==> config.mk <==
export PLATFORM = sky130hd
export DESIGN_NAME = imm_gen_pipe
export DESIGN_NICKNAME = d
export VERILOG_FILES = /design/src/rtl/imm_pkg.sv /design/src/rtl/imm_decode.sv /design/src/rtl/imm_gen_pipe.sv
export SDC_FILE = /design/constraint.sdc
export NUM_CORES = 1
export LEC_CHECK = 0
export ABC_AREA = 1
export CAP_MARGIN = 20
export CORE_ASPECT_RATIO = 0.9
export CORE_MARGIN = 3
export CORE_UTILIZATION = 50
export CTS_CLUSTER_SIZE = 8
export DETAILED_ROUTE_END_ITERATION = 16
export PLACE_DENSITY = 0.8
export SYNTH_ARGS = -nofsm -noshare
export SYNTH_HDL_FRONTEND = slang
export SYNTH_SLANG_ARGS = --single-unit
==> constraint.sdc <==
create_clock -name clk -period 3.56 [get_ports clk]
set_clock_uncertainty 0.15 [all_clocks]
set_input_delay 1.068 -clock clk [delete_from_list [all_inputs] [get_ports clk]]
set_output_delay 1.068 -clock clk [all_outputs]
set_load 0.1 [all_outputs]
==> src/rtl/imm_pkg.sv <==
`default_nettype none
// +----------------------------------------------------------------------+
// | imm_pkg                                                              |
// | Shared immediate-format encodings and supported datapath widths.     |
// | Rev 1.0                                                              |
// +----------------------------------------------------------------------+
package imm_pkg;

  typedef enum logic [2:0] {
    IMM_I    = 3'b000,
    IMM_S    = 3'b001,
    IMM_B    = 3'b010,
    IMM_J    = 3'b011,
    IMM_U    = 3'b100,
    IMM_Z    = 3'b101,
    IMM_SH   = 3'b110,
    IMM_RSVD = 3'b111
  } imm_src_e;

  localparam int XLEN_32 = 32;
  localparam int XLEN_64 = 64;

endpackage
`default_nettype wire

==> src/rtl/imm_decode.sv <==
`default_nettype none
// +----------------------------------------------------------------------+
// | imm_decode                                                           |
// | Combinational immediate extraction and sign/zero extension.          |
// | Rev 1.0                                                              |
// +----------------------------------------------------------------------+
module imm_decode
  import imm_pkg::*;
#(
  parameter int XLEN = 32
) (
  input  logic [31:0]     instr,
  input  logic [2:0]      imm_src,
  output logic [XLEN-1:0] imm,
  output logic            bad
);

  if (XLEN != XLEN_32 && XLEN != XLEN_64) begin : g_bad_xlen
    $error("imm_decode: XLEN must be 32 or 64");
  end

  // Opcode bits never contribute to an immediate.
  logic w_unused;
  assign w_unused = ^instr[6:0];

  always_comb begin
    imm = '0;
    bad = 1'b0;
    case (imm_src_e'(imm_src))
      IMM_I:    imm = XLEN'($signed(instr[31:20]));
      IMM_S:    imm = XLEN'($signed({instr[31:25], instr[11:7]}));
      IMM_B:    imm = XLEN'($signed({instr[31], instr[7], instr[30:25], instr[11:8], 1'b0}));
      IMM_J:    imm = XLEN'($signed({instr[31], instr[19:12], instr[20], instr[30:21], 1'b0}));
      IMM_U:    imm = XLEN'($signed({instr[31:12], 12'b0}));
      IMM_Z:    imm = XLEN'(instr[19:15]);
      IMM_SH:   imm = (XLEN == XLEN_64) ? XLEN'(instr[25:20]) : XLEN'(instr[24:20]);
      IMM_RSVD: bad = 1'b1;
      default:  bad = 1'b1;
    endcase
  end

endmodule
`default_nettype wire

==> src/rtl/imm_gen_pipe.sv <==
`default_nettype none
// +----------------------------------------------------------------------+
// | imm_gen_pipe                                                         |
// | Registered immediate generator with pc+imm target and handshake.     |
// | Optional macro IMM_GEN_SKID_EN adds a one-entry skid buffer.         |
// | Rev 1.0                                                              |
// +----------------------------------------------------------------------+
module imm_gen_pipe
  import imm_pkg::*;
#(
  parameter int XLEN = XLEN_32
) (
  input  logic            clk,
  input  logic            rst,
  input  logic            flush,
  input  logic            in_valid,
  output logic            in_ready,
  input  logic [31:0]     instr,
  input  logic [2:0]      imm_src,
  input  logic [XLEN-1:0] pc,
  output logic            out_valid,
  input  logic            out_ready,
  output logic [XLEN-1:0] imm_ext,
  output logic [XLEN-1:0] tgt,
  output logic            bad_src
);

  logic [XLEN-1:0] w_imm;
  logic [XLEN-1:0] w_tgt;
  logic            w_bad;
  logic            w_accept;

  logic            r_out_valid;
  logic [XLEN-1:0] r_imm;
  logic [XLEN-1:0] r_tgt;
  logic            r_bad;

  imm_decode #(.XLEN(XLEN)) u_decode (
    .instr   (instr),
    .imm_src (imm_src),
    .imm     (w_imm),
    .bad     (w_bad)
  );

  // Reserved codes decode to imm=0, so the target naturally falls back to pc.
  assign w_tgt    = pc + w_imm;
  assign w_accept = in_valid && in_ready;

`ifdef IMM_GEN_SKID_EN
  logic            r_skid_valid;
  logic [XLEN-1:0] r_skid_imm;
  logic [XLEN-1:0] r_skid_tgt;
  logic            r_skid_bad;
  logic            w_out_free;

  assign w_out_free = !r_out_valid || out_ready;
  assign in_ready   = !r_skid_valid;

  always_ff @(posedge clk or posedge rst) begin
    if (rst) begin
      r_out_valid  <= 1'b0;
      r_imm        <= '0;
      r_tgt        <= '0;
      r_bad        <= 1'b0;
      r_skid_valid <= 1'b0;
      r_skid_imm   <= '0;
      r_skid_tgt   <= '0;
      r_skid_bad   <= 1'b0;
    end else if (flush) begin
      r_out_valid  <= 1'b0;
      r_skid_valid <= 1'b0;
    end else if (w_out_free) begin
      // A parked entry always goes out ahead of anything new; in_ready is low then.
      if (r_skid_valid) begin
        r_imm        <= r_skid_imm;
        r_tgt        <= r_skid_tgt;
        r_bad        <= r_skid_bad;
        r_out_valid  <= 1'b1;
        r_skid_valid <= 1'b0;
      end else if (w_accept) begin
        r_imm       <= w_imm;
        r_tgt       <= w_tgt;
        r_bad       <= w_bad;
        r_out_valid <= 1'b1;
      end else begin
        r_out_valid <= 1'b0;
      end
    end else if (w_accept) begin
      r_skid_imm   <= w_imm;
      r_skid_tgt   <= w_tgt;
      r_skid_bad   <= w_bad;
      r_skid_valid <= 1'b1;
    end
  end
`else
  assign in_ready = !r_out_valid || out_ready;

  always_ff @(posedge clk or posedge rst) begin
    if (rst) begin
      r_out_valid <= 1'b0;
      r_imm       <= '0;
      r_tgt       <= '0;
      r_bad       <= 1'b0;
    end else begin
      if (flush) begin
        r_out_valid <= 1'b0;
      end else if (w_accept) begin
        r_out_valid <= 1'b1;
      end else if (out_ready) begin
        r_out_valid <= 1'b0;
      end
      if (w_accept && !flush) begin
        r_imm <= w_imm;
        r_tgt <= w_tgt;
        r_bad <= w_bad;
      end
    end
  end
`endif

  assign out_valid = r_out_valid;
  assign imm_ext   = r_imm;
  assign tgt       = r_tgt;
  assign bad_src   = r_bad;

endmodule
`default_nettype wire

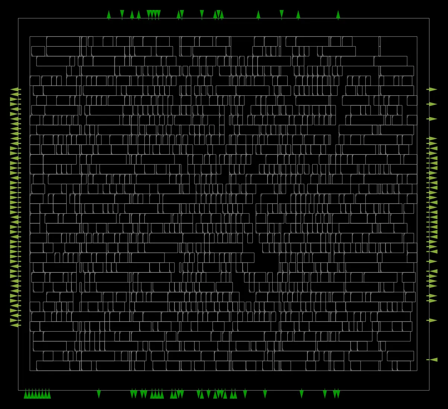
Fig. 1. Cell outlines without signal wires.
Post-Route Utilization: 77.4%
Core Region: 0.00991 mm2

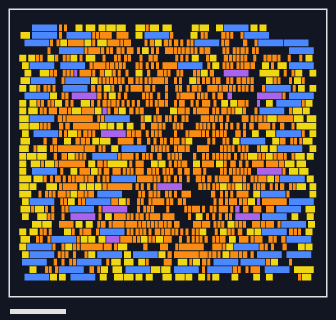
Fig. 2. Cell classes on the final placement.
Bar = 20 um.
| colour | class | cells |
|---|---|---|
| blue | flops | 66 |
| purple | clock drivers and dummy loads | 16 |
| orange | all other logic | 753 |
| yellow | other buffers and delay cells | 216 |

==> impl_metrics.ini <==
; synthesis and place-and-route metrics
[synthesis]
ys_types = 34
flop_cell = dfrtp_1
yosys_cells = 836
synth-simple-area-share_pct = 37.5
async_reset_ff_share_pct = 100
ys_ff = 66
ys_sh_mux_pct = 0
avgSynthCellArea_um2 = 6.25
syn_inst = 836
ys_top_cells_by_area = dfrtp_1 (32%), nand2_1 (26%), inv_1 (9.9%)
compound_area_share_pct = 8.86
synth_warnings = 0
synth_chip_area_mm2 = 0.00523
netlist_logic_family_top = simple AND/OR/NAND/NOR gates
edf_count = 0
adder_share_pct = 7.80

[setup_path]
path_depth = 15
crit_start = imm_src[1]
r2r_end = imm_ext[7]$_DFFE_PP0P_
cp_top_family = simple AND/OR/NAND/NOR gates
crit_fanout = 5
crit_buf_inv = 3

[power_and_ir_drop]
power_switching_mw = 2.03
p_comb_share_pct = 55.5
leakagePower_nw = 4.36
power.clock.fraction_pct = 20.2
power.group.top = combinational logic

[global_route]
grt_usage_pct = 30.7
overflow = 0
met3_usage_pct = 4.81
gr-usage-met1_pct = 41.9
top_usage_layer = met2
use_met2_pct = 48.6

[cts]
clk_latency_ns = 0.33
cts.repair.resized = 24
numCtsBuffers = 9

[route]
drc = 0
vias = 5994
highest_layer = met4
ant_nets = 0
drt-initial-drc-count = 447
met3_length_mm = 1.47

[cells_and_area]
final_nets = 1150
areaGrowthSynthToFinish_pct = 46.9
inverters = 143
final_common_cell = nand2_1
final_cell_mix = nand2_1 (362), buf_4 (146), inv_1 (134), dfrtp_1 (66), clkdlybuf4s50_1 (61)
comb_area_mm2 = 0.00322
final_cell_area_mm2 = 0.00768
buf_share_pct = 24.0
clock_area_share_pct = 3.46
drive_gt1_share_pct = 22.6
multiInputCombCellCount = 610
seq_cells = 66

[place]
place_area_mm2 = 0.00715
globalplace.congestion = 0.975
hpwl_mm = 13.3
portBuffers = 131
preCtsSetupSlack_ns = -0.572

[final_timing]
slew_headroom_pct = 61.5
max_freq_ghz = 0.291
worst_slew_pin_slew_ns = 0.576
hold_violations = 0
setup_viol = 0
tns_ns = 0

[floorplan]
die_area_mm2 = 0.0117
io_pins = 139
fp_util_pct = 52.7
dieWidth_um = 114

[hold_path]
worstHoldStart = imm_ext[29]$_DFFE_PP0P_

[outcome]
status = complete, no violations

[run]
warning_count = 33
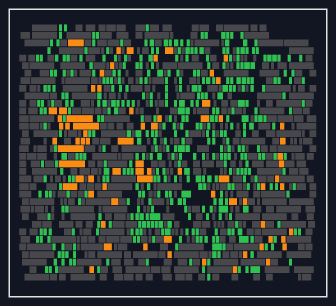
Fig. 3. Logic cells by family.
| colour | family | cells | where |
|---|---|---|---|
| green | NAND gates | 423 | all over the die |
| orange | inverting AOI/OAI gates | 73 | all over the die |

